==> images/drive_strength.png <==
Scale bar: 50 um.
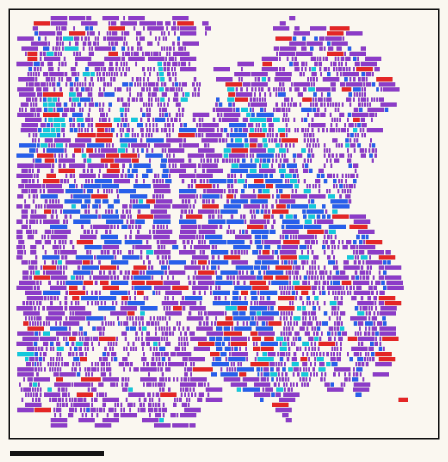
==> images/final_clocks.png <==
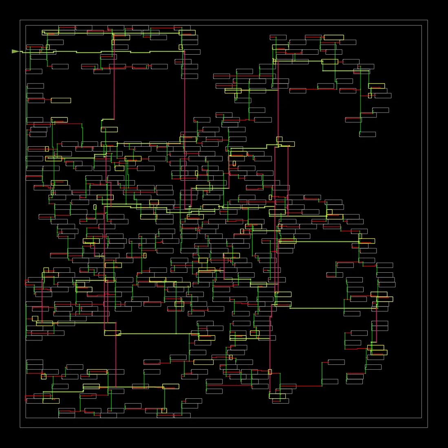
## config.mk

```make
export PLATFORM = sky130hd
export DESIGN_NAME = multi_tick_prescaler
export DESIGN_NICKNAME = d
export VERILOG_FILES = /design/src/rtl/multi_tick_prescaler.sv
export SDC_FILE = /design/constraint.sdc
export NUM_CORES = 1
export LEC_CHECK = 0
export ABC_AREA = 1
export CORE_MARGIN = 3
export CORE_UTILIZATION = 45
export CTS_CLUSTER_DIAMETER = 200
export DETAILED_ROUTE_END_ITERATION = 10
export GPL_TIMING_DRIVEN = 0
export HOLD_SLACK_MARGIN = 0.15
export PLACE_DENSITY = 0.68
export SLEW_MARGIN = 5
export SYNTH_ARGS = -nofsm -noshare
export SYNTH_HDL_FRONTEND = slang
export SYNTH_SLANG_ARGS = --single-unit
```

## constraint.sdc

```tcl
create_clock -name clk -period 2.54 [get_ports clk]
set_input_delay 0.762 -clock clk [delete_from_list [all_inputs] [get_ports clk]]
set_output_delay 0.762 -clock clk [all_outputs]
set_load 0.01 [all_outputs]
```

## src/rtl/multi_tick_prescaler.sv

```systemverilog
// rtl/multi_tick_prescaler.sv - multi-channel programmable tick generator with glitch-free divisor updates (optional PRESCALER_SYNC_EN realign)
module multi_tick_prescaler #(
    parameter int NUM_CH    = 4,
    parameter int CNT_W     = 32,
    parameter int RESET_DIV = 50_000_000,
    localparam int CH_W     = (NUM_CH > 1) ? $clog2(NUM_CH) : 1
) (
    input  logic              clk,
    input  logic              rst_n,
    input  logic [NUM_CH-1:0] en,
    input  logic              cfg_valid,
    output logic              cfg_ready,
    input  logic [CH_W-1:0]   cfg_ch,
    input  logic [CNT_W-1:0]  cfg_div,
    output logic [NUM_CH-1:0] tick
`ifdef PRESCALER_SYNC_EN
    ,
    input  logic              sync_req
`endif
);

    // Pending flags padded to the full select range so out-of-range channels read as "not pending".
    localparam int NUM_PAD = 1 << CH_W;

    logic [CNT_W-1:0]   cnt_q     [NUM_CH];
    logic [CNT_W-1:0]   cnt_d     [NUM_CH];
    logic [CNT_W-1:0]   div_act_q [NUM_CH];
    logic [CNT_W-1:0]   div_act_d [NUM_CH];
    logic [CNT_W-1:0]   div_sh_q  [NUM_CH];
    logic [CNT_W-1:0]   div_sh_d  [NUM_CH];
    logic [NUM_CH-1:0]  pend_q;
    logic [NUM_CH-1:0]  pend_d;
    logic [NUM_CH-1:0]  tick_q;
    logic [NUM_CH-1:0]  tick_d;
    logic [NUM_PAD-1:0] pend_pad;
    logic               cfg_xfer;
    logic               sync_hit;

    // Ready is combinational on the selected channel's pending flag.
    always_comb begin
        pend_pad  = NUM_PAD'(pend_q);
        cfg_ready = ~pend_pad[cfg_ch];
        cfg_xfer  = cfg_valid && cfg_ready;
    end

`ifdef PRESCALER_SYNC_EN
    assign sync_hit = sync_req;
`else
    assign sync_hit = 1'b0;
`endif

    // Per-channel counting, tick generation and shadow-divisor apply.
    always_comb begin
        for (int i = 0; i < NUM_CH; i++) begin
            logic halted;
            logic terminal;
            cnt_d[i]     = cnt_q[i];
            div_act_d[i] = div_act_q[i];
            div_sh_d[i]  = div_sh_q[i];
            pend_d[i]    = pend_q[i];
            tick_d[i]    = 1'b0;
            halted       = !en[i] || (div_act_q[i] == '0);
            terminal     = !halted && (cnt_q[i] == div_act_q[i] - CNT_W'(1));

            if (sync_hit || halted) begin
                cnt_d[i] = '0;
            end else if (terminal) begin
                cnt_d[i]  = '0;
                tick_d[i] = 1'b1;
            end else begin
                cnt_d[i] = cnt_q[i] + CNT_W'(1);
            end

            // New divisor only lands at a period boundary so no short or long tick is produced.
            if (pend_q[i] && (sync_hit || halted || terminal)) begin
                div_act_d[i] = div_sh_q[i];
                pend_d[i]    = 1'b0;
            end

            if (cfg_xfer && (32'(cfg_ch) == i)) begin
                div_sh_d[i] = cfg_div;
                pend_d[i]   = 1'b1;
            end
        end
    end

    // State registers; reset drops pending writes and restores the reset divisor.
    always_ff @(posedge clk or negedge rst_n) begin
        if (!rst_n) begin
            for (int i = 0; i < NUM_CH; i++) begin
                cnt_q[i]     <= '0;
                div_act_q[i] <= CNT_W'(RESET_DIV);
                div_sh_q[i]  <= CNT_W'(RESET_DIV);
            end
            pend_q <= '0;
            tick_q <= '0;
        end else begin
            for (int i = 0; i < NUM_CH; i++) begin
                cnt_q[i]     <= cnt_d[i];
                div_act_q[i] <= div_act_d[i];
                div_sh_q[i]  <= div_sh_d[i];
            end
            pend_q <= pend_d;
            tick_q <= tick_d;
        end
    end

    assign tick = tick_q;

endmodule

```

==> reports/metrics.csv <==
stage,metric,value,unit
status,status,finished with violations,
status,violations,negative setup slack,
pwr,power,0.0269,W
global_routing,track_usage,23.4,%
pwr,clockPowerShare,25.4,%
logic_synthesis,area_leaders,"dfrtp_1 (33%), nand2_1 (15%), dfstp_2 (11%), nor2_1 (7.8%), xor2_1 (5.9%)",
logic_synthesis,synthesis.nets,3021,
route,wl_met2,30.8,mm
logic_synthesis,yosys.area_share.simple,34.1,%
logic_synthesis,ys_seq_share,44.5,%
route,drt-met1-wl,28.8,mm
clock_network,clockBufferDepth,3,
global_routing,grt_util_met2,38.5,%
pwr,p_seq,0.00957,W
logic_synthesis,ys_sh_xor,9.73,%
placement,place.gp.congestion,0.943,
timing,post-route-min-period,2.62,ns
placement,dp_cells,3680,
floorplanning,die_h,229,um
floorplanning,rows,81,
placement,pre_cts_ws,-0.909,ns
pwr,leakage,12.8,nW
route,via_per_inst,5.24,
route,vias,20200,
timing,setup_ws,-0.0767,ns
logic_synthesis,fa_ha_area_share,0.672,%
pwr,powerComb,0.0105,W
route,drtIter0Drc,1682,
floorplanning,core-area,49000,um^2
timing,rsz0062_at_grt,true,
job,warnings,34,
route,top_layer,met5,
floorplanning,die_area,52300,um^2
timing,worstMarginPinSlew,0.896,ns
cells_and_area,fillCellCount,4354,
pwr,power_leader,combinational cells,
timing,finalSetupViolCount,169,
logic_synthesis,top_cell,nand2_1,
logic_synthesis,synth_area,22300,um^2
cells_and_area,post-route-util,56.8,%
worst_setup_path,crit_type,reg2reg,
pwr,switching_power,0.0107,W
timing,finalMaxSlewViolations,0,
pwr,pwr-share-comb,39.0,%
Back to the opening pictures, drive_strength.png:
colour	size	cells	share	most used
cyan	drive 3 to 4	129	4.0%	buf_4
purple	drive 1 or less	2,528	79%	nand2_1
red	drive 6 and up	140	4.4%	clkbuf_16
blue	drive 2	390	12%	nor2_2

Back to the opening pictures, final_clocks.png:
Setup Skew: 0.0166 ns
clock group power: 0.00682 W
TritonCTS buffer count: 45
clk sinks: 392
Worst-Skew Late Latency: 0.58 ns

## cell type report
type / instances / area (um^2) / area share (%)
Clock inverter: 18 / 209 / 0.752
Inverter: 253 / 955 / 3.44
Tap cell: 664 / 831 / 2.99
Sequential cell: 392 / 9950 / 35.8
Multi-Input combinational cell: 2234 / 12200 / 43.8
Clock buffer: 66 / 1360 / 4.89
Timing Repair Buffer: 135 / 1550 / 5.57
Antenna cell: 1 / 2.50 / 0.00901
Buffer: 89 / 752 / 2.71
## how the worst max path moves through the flow
| stage | startpoint | end | slack, ns | cells after the start |
|---|---|---|---|---|
| floorplan | cfg_ch[1] | div_sh_q[10]$_DFFE_PN0P_ | 0.15 | 10 |
| global placement | rst_n | cnt_q[37]$_DFF_PN0_ | -15.94 | 1 |
| detailed placement | cfg_ch[1] | cfg_ready | -0.91 | 7 |
| CTS | div_act_q[64]$_DFFE_PN0P_ | div_act_q[92]$_DFFE_PN0P_ | 0.0009 | 18 |
| global route | div_act_q[1]$_DFFE_PN0P_ | div_act_q[11]$_DFFE_PN0P_ | -0.19 | 20 |
| finish | div_act_q[32]$_DFFE_PN0P_ | div_act_q[34]$_DFFE_PN0P_ | -0.08 | 18 |
## critical path, stage by stage, from the launching register on
cell and delay [ns]:
dfrtp_1 0.42, inv_2 0.12, ha_4 0.18, nand2_4 0.06
nor2_4 0.16, buf_2 0.18, nand4_1 0.13, nand3_1 0.09
nand2_1 0.09, nor2_1 0.11, nand2_1 0.07, nor2_2 0.16
nand3_2 0.14, nand2_4 0.14, buf_12 0.12, buf_16 0.13
buf_6 0.11, nand3_2 0.05, nand2_1 0.08
## sequential cells by signal (all words and copies together) (netlist names)
name	count
div_act_q	128
cnt_q	128
pend_pad	4
div_sh_q	128
tick	4
Power is estimated from default activity; no workload was simulated.
